Fig. 1: close-up of the layout
Region (38, 38) to (63, 63) um. Cells in grey, sequential cells in the stronger grey; small squares are vias.
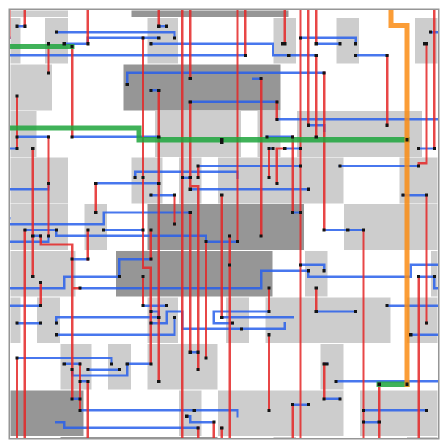
Fig. 2: clock routing
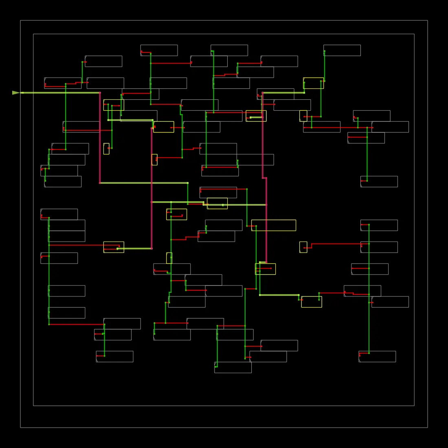
Fig. 3: clock network drawn from the DEF
Drawn at 6 px/um.
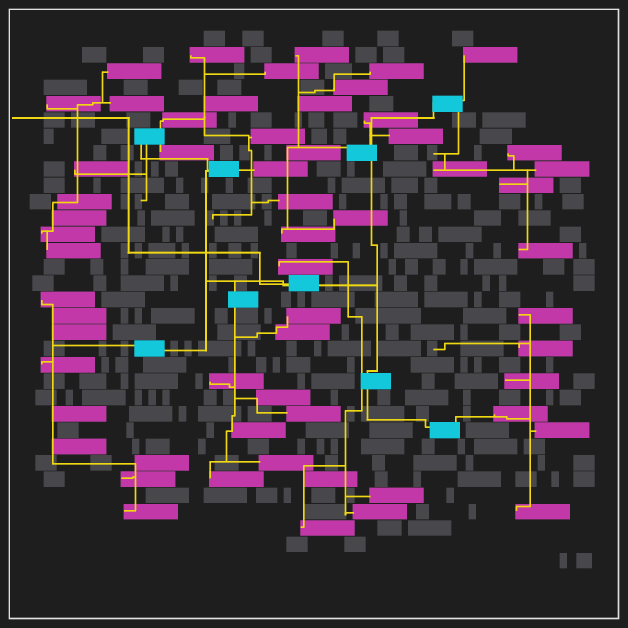
Fig. 4: cells coloured by class
Drawn at 4 px/um. Fill, decap, tap and diode cells in grey.
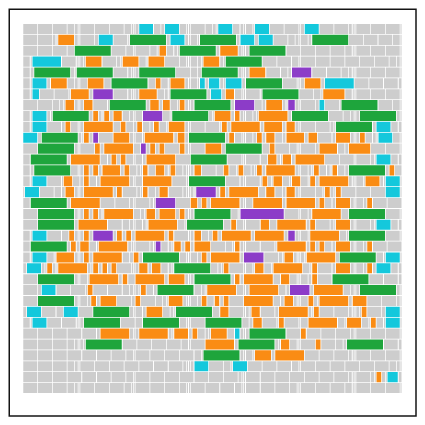
$ cat src/rtl/mul8_pipe.sv
// Unsigned 8x8 -> 16-bit pipelined array multiplier built from AND partial products and ripple
// adder rows. Define MUL8_PIPE_SELFCHECK_EN to add a parallel behavioural reference and err flag.
module mul8_pipe #(
  parameter int unsigned PIPE_MID = 1
) (
  input  logic        clk,
  input  logic        rst_n,
  input  logic        in_valid,
  input  logic [7:0]  a,
  input  logic [7:0]  b,
  output logic        out_valid,
  output logic [15:0] dout,
  output logic        err
);

  // Bitwise full-adder chain; the datapath never uses the '*' operator.
  function automatic logic [15:0] rca16(input logic [15:0] x, input logic [15:0] y);
    logic [15:0] s;
    logic        c;
    c = 1'b0;
    for (int i = 0; i < 16; i++) begin
      s[i] = x[i] ^ y[i] ^ c;
      c    = (x[i] & y[i]) | (c & (x[i] ^ y[i]));
    end
    return s;
  endfunction

  function automatic logic [15:0] pp_row(input logic [7:0] av, input logic bi, input int sh);
    logic [15:0] r;
    r = {8'h00, av & {8{bi}}};
    return r << sh;
  endfunction

  logic [7:0]  a0_d, a0_q, b0_d, b0_q;
  logic        v0_d, v0_q;
  logic [15:0] lo_sum, hi_sum, psum_s;
  logic [7:0]  a_s;
  logic [3:0]  bh_s;
  logic        v_s;
  logic [15:0] dout_d, dout_q;
  logic        ov_d, ov_q;

  always_comb begin
    a0_d = a;
    b0_d = b;
    v0_d = in_valid;
  end

  always_ff @(posedge clk or negedge rst_n) begin
    if (!rst_n) begin
      a0_q <= 8'h00;
      b0_q <= 8'h00;
      v0_q <= 1'b0;
    end else begin
      a0_q <= a0_d;
      b0_q <= b0_d;
      v0_q <= v0_d;
    end
  end

  always_comb begin
    lo_sum = 16'h0000;
    for (int i = 0; i < 4; i++) lo_sum = rca16(lo_sum, pp_row(a0_q, b0_q[i], i));
  end

`ifdef MUL8_PIPE_SELFCHECK_EN
  logic [15:0] ref0_d, ref0_q, ref_s;
  logic        err_d, err_q;

  always_comb ref0_d = 16'(a) * 16'(b);

  always_ff @(posedge clk or negedge rst_n) begin
    if (!rst_n) ref0_q <= 16'h0000;
    else        ref0_q <= ref0_d;
  end
`endif

  if (PIPE_MID != 0) begin : g_mid
    logic [15:0] psum_d, psum_q;
    logic [7:0]  am_d, am_q;
    logic [3:0]  bh_d, bh_q;
    logic        vm_d, vm_q;

    always_comb begin
      vm_d   = v0_q;
      psum_d = psum_q;
      am_d   = am_q;
      bh_d   = bh_q;
      if (v0_q) begin
        psum_d = lo_sum;
        am_d   = a0_q;
        bh_d   = b0_q[7:4];
      end
    end

    always_ff @(posedge clk or negedge rst_n) begin
      if (!rst_n) begin
        psum_q <= 16'h0000;
        am_q   <= 8'h00;
        bh_q   <= 4'h0;
        vm_q   <= 1'b0;
      end else begin
        psum_q <= psum_d;
        am_q   <= am_d;
        bh_q   <= bh_d;
        vm_q   <= vm_d;
      end
    end

    assign psum_s = psum_q;
    assign a_s    = am_q;
    assign bh_s   = bh_q;
    assign v_s    = vm_q;

`ifdef MUL8_PIPE_SELFCHECK_EN
    logic [15:0] refm_d, refm_q;
    always_comb refm_d = v0_q ? ref0_q : refm_q;
    always_ff @(posedge clk or negedge rst_n) begin
      if (!rst_n) refm_q <= 16'h0000;
      else        refm_q <= refm_d;
    end
    assign ref_s = refm_q;
`endif
  end else begin : g_nomid
    assign psum_s = lo_sum;
    assign a_s    = a0_q;
    assign bh_s   = b0_q[7:4];
    assign v_s    = v0_q;
`ifdef MUL8_PIPE_SELFCHECK_EN
    assign ref_s  = ref0_q;
`endif
  end

  always_comb begin
    hi_sum = psum_s;
    for (int i = 0; i < 4; i++) hi_sum = rca16(hi_sum, pp_row(a_s, bh_s[i], i + 4));
  end

  // Data holds across bubbles; only the valid bit follows every slot.
  always_comb begin
    ov_d   = v_s;
    dout_d = v_s ? hi_sum : dout_q;
  end

  always_ff @(posedge clk or negedge rst_n) begin
    if (!rst_n) begin
      dout_q <= 16'h0000;
      ov_q   <= 1'b0;
    end else begin
      dout_q <= dout_d;
      ov_q   <= ov_d;
    end
  end

  assign dout      = dout_q;
  assign out_valid = ov_q;

`ifdef MUL8_PIPE_SELFCHECK_EN
  always_comb err_d = v_s && (hi_sum != ref_s);

  always_ff @(posedge clk or negedge rst_n) begin
    if (!rst_n) err_q <= 1'b0;
    else        err_q <= err_d;
  end

  assign err = err_q;

`ifndef SYNTHESIS
  always @(posedge clk) begin
    if (rst_n && v_s && (hi_sum != ref_s))
      $display("mul8_pipe: product %h not equal reference %h", hi_sum, ref_s);
  end
`endif
`else
  assign err = 1'b0;
`endif

endmodule

$ cat config.mk
export PLATFORM = sky130hd
export DESIGN_NAME = mul8_pipe
export DESIGN_NICKNAME = d
export VERILOG_FILES = /design/src/rtl/mul8_pipe.sv
export SDC_FILE = /design/constraint.sdc
export NUM_CORES = 1
export LEC_CHECK = 0
export CELL_PAD_IN_SITES_DETAIL_PLACEMENT = 1
export CELL_PAD_IN_SITES_GLOBAL_PLACEMENT = 2
export CORE_MARGIN = 3
export CORE_UTILIZATION = 39
export CTS_CLUSTER_DIAMETER = 60
export DETAILED_ROUTE_END_ITERATION = 16
export GPL_TIMING_DRIVEN = 0
export PLACE_DENSITY = 0.9
export SLEW_MARGIN = 5
export SYNTH_ARGS = -nofsm -noshare
export SYNTH_HDL_FRONTEND = slang
export SYNTH_SLANG_ARGS = --single-unit
$ cat constraint.sdc
create_clock -name clk -period 7.97 [get_ports clk]
set_input_delay 2.391 -clock clk [delete_from_list [all_inputs] [get_ports clk]]
set_output_delay 2.391 -clock clk [all_outputs]
set_load 0.1 [all_outputs]
==> Slide: Implementation Results <==
Synthesis and Place & Route Summary

Final timing
  • Slew Limit Headroom: 0.3535
  • Fin Clk Skew: 5.080 ps
  • Max-slew violation count: 0
  • Number of failing setup endpoints in the final timing report: 0
  • Worst Slack Setup Final: 718.0 ps
  • Slew of the pin with the lowest slew margin: 966.8 ps
  • Final hold violation count: 0
  • Highest clock frequency the design can meet: 137.9 MHz
  • Min Tclk post-route: 7252 ps
  • Fraction of the cycle the final worst path needs: 0.9099
  • Final worst hold slack: 399.2 ps
  • Total negative setup slack: 0 ps

Logic synthesis
  • Total of flip-flops plus latches after synthesis: 59
  • Number of enable flip-flop cells: 0
  • Number of cells in Yosys stat: 284
  • Complex-gate fraction of the synthesized area: 0.008478
  • Most used DFF post-synth: sky130_fd_sc_hd__dfrtp_1
  • Netlist Area Pre-Place: 0.003542 mm^2
  • Synth Instances: 284
  • Tally of yosys warning messages: 0
  • Multiplexer share: 0.1063
  • Share of flip-flops with an asynchronous set or reset after synthesis: 1.000
  • Library cells used by synthesis: 16
  • Register area share after synthesis: 0.4168
  • Average footprint of a synthesized cell: 12.47 um^2
  • Area reported by Yosys stat: 0.003542 mm^2
  • Adder-cell share of the synthesized area: 0.2995
  • Most used standard cell by instance count after synthesis: sky130_fd_sc_hd__dfrtp_1
  • Post-synthesis simple-gate area fraction: 0.09537
  • Top cells by area: sky130_fd_sc_hd__dfrtp_1 (42%), sky130_fd_sc_hd__fa_1 (27%), sky130_fd_sc_hd__mux2_2 (6.7%), sky130_fd_sc_hd__and2_1 (5.5%), sky130_fd_sc_hd__inv_1 (5.4%)
  • Ranking of synthesized cells by instance count: sky130_fd_sc_hd__dfrtp_1 (59), sky130_fd_sc_hd__inv_1 (51), sky130_fd_sc_hd__fa_1 (48), sky130_fd_sc_hd__nand2_1 (37), sky130_fd_sc_hd__and2_1 (31)
  • Yosys top cell by area: sky130_fd_sc_hd__dfrtp_1
  • Net count after synthesis: 359
  • Post-synthesis share of cell area spent on xor and xnor gates: 0
  • Combinational family with the most area after synthesis: adder cells
  • Top-area cell share: 0.4168

Clocking
  • # hold bufs at CTS: 0
  • Clock tree from TritonCTS: built
  • Post-cts repair resize count: 0
  • Clock tree root driver cell: sky130_fd_sc_hd__clkbuf_8
  • Buffers inserted by post-CTS timing repair: 0
  • Reg clk slew, reported paths: 60 ps
  • Maximum count of clock buffers along a single path: 2

Drt
  • Pre-antenna DRT Iters: 4
  • Number of DRC markers after the initial detailed-route iteration: 73
  • Met2 layer wire length in the routed design: 3516 um
  • Highest metal layer with signal wires: met4
  • Number of design rule violations left after detail routing: 0
  • Total routed wirelength: 6364 um
  • Wl on met1: 2542 um
  • Via count of the routed design: 2067
  • Sum of met3 wire segment lengths after detailed routing: 210 um
  • Number of routed nets with antenna violations: 0
  • Vias per inst: 4.666

Job
  • Max-cap viol count: 0
  • Tool Warnings: 26

Final layout
  • Non-Clock Inverter Count: 51
  • Antenna fix cells: 0
  • Comb gates: 166
  • Count of plain and timing-repair buffers: 44
  • Non-clock buffer share of cell area: 0.1020
  • Final std cell area, no fill: 0.004218 mm^2
  • Net count, final: 406
  • Layout Area Growth over Synthesis: 19.07%
  • Final cell count without fillers: 443
  • Flip-flop count of the largest register, all copies and words added: 16
  • Most area-hungry cell class in the final design: multi-input combinational cells
  • Sequential cell area: 0.001476 mm^2
  • Filler Cell Count: 934
  • Final-layout clock-cell area share: 0.04153
  • Fraction of layout instances using a drive strength above 1: 0.1254
  • Comb area: 0.001809 mm^2
  • Most frequently placed logic cells in the final layout: sky130_fd_sc_hd__dfrtp_1 (59), sky130_fd_sc_hd__inv_1 (51), sky130_fd_sc_hd__fa_1 (48)
  • Most common cell after layout, fill and taps aside: sky130_fd_sc_hd__dfrtp_1
  • Combinational fraction of the cell area: 0.4290

Global routing
  • First-pass GRT wire length: 11440 um
  • Largest net degree at the start of global routing: 38
  • Fraction of met3 tracks used by global routing: 0.03512
  • GRT busiest layer: met2
  • GRT overflow: 0
  • Initial antenna violation count: 0
  • Global-route track usage on met1: 0.1696

Hold path
  • Worst-case hold path end point: out_valid$_DFF_PN0_
  • Class of the worst hold path: register to register
  • Worst hold path depth: 0
  • Worst min-delay path startpoint: g_mid.vm_q$_DFF_PN0_

Setup path
  • CP dominant cell by count: sky130_fd_sc_hd__fa_1
  • Max FO, Critical Path: 9
  • Cell Chain, Critical Path: clkbuf_1, and2_1, ha_1, inv_1, fa_1, fa_1, inv_1, fa_1, fa_1, fa_1, fa_1, fa_1, fa_1, fa_1, fa_1, fa_1, inv_1, fa_1, fa_1, mux2i_1
  • Worst setup slack for register-to-register paths: 720 ps
  • Data required time at the worst endpoint: 8190 ps
  • Capture point of the critical path: dout[14]$_DFFE_PN0P_
  • Critical Path AT: 7470 ps
  • Top cell family by delay on the critical path: adder cells
  • Crit path from: bh_s[0]$_DFFE_PN0P_
  • Capture instance of the worst register-to-register path: dout[14]$_DFFE_PN0P_
  • Slowest stage cell on the critical path: sky130_fd_sc_hd__fa_1
  • Path type of the worst setup path: register to register
  • Cell count of the worst reg-to-reg path: 20
  • R2R Path Start: bh_s[0]$_DFFE_PN0P_
  • Delay of the slowest cell on the worst path: 530 ps

Power
  • Switch Pwr: 0.7042 mW
  • Pwr per Cell Area: 363.0 mW/mm^2
  • Post-layout total power: 1.531 mW
  • Worst IR drop on VDD: 0.1481 mV
  • Internal Power: 0.8268 mW
  • Switching Share: 0.4600
  • Heaviest power group: combinational cells
  • Sequential share of power: 0.267
  • Share of total power in combinational logic: 0.566
  • Leakage power: 1.943 nW
  • Comb pwr: 0.867 mW

Placement
  • Worst slack at placement: 675.3 ps
  • DPL Wire Length: 4895 um
  • Inst Count DP: 428
  • Standard cell area after detailed placement: 0.004043 mm^2
  • Placer congestion estimate: 0.7254
  • Count of input and output buffers: 35

Floorplan
  • Floorplan core density: 0.4042
  • DIE AREA: 0.01026 mm^2
  • Inserted tap cell count: 108
  • Die H: 101.3 um
  • I/O pin count: 37
  • Die X-Extent: 101.3 um
  • Core footprint: 0.008763 mm^2

Outcome
  • Run status: finished clean
-- Fig. 1 (at the start) --
colour	layer
orange	metal 4
green	metal 3
blue	metal 1
red	metal 2
netlist names of flops here include	g_mid.psum_q (2), a_s (1)
most frequent	nand2_1 (7), inv_1 (6), fa_1 (5)
cells with their middle in the window	31
sequential cells in the window	3

-- Fig. 2 (at the start) --
sequential cell count of the final layout: 59
clock tree sinks: 59
source-to-sink clock delay at the later pin of the worst-skew pair: 330 ps
number of clock buffers inserted by TritonCTS: 9
Clock Buffer Count: 12

-- Fig. 3 (at the start) --
[cyan] clock drivers | count: 9
[yellow] clock wires | length: 850 um
[magenta] flip-flops | count: 59
flops lie	all over the die
clock group share of total power: 0.166
total clock network power: 0.255 mW

-- Fig. 4 (at the start) --
colour	class	cells	share of their area
purple	clock drivers and dummy loads	15	4.3%
orange	combinational and other logic	217	49%
cyan	other buffers and delay cells	44	11%
green	flops	59	36%
post-layout utilization of the core: 0.4813
FP Rows: 34
share of cell area taken by flip-flops and latches: 0.3500

Power and IR drop assume default switching activity.
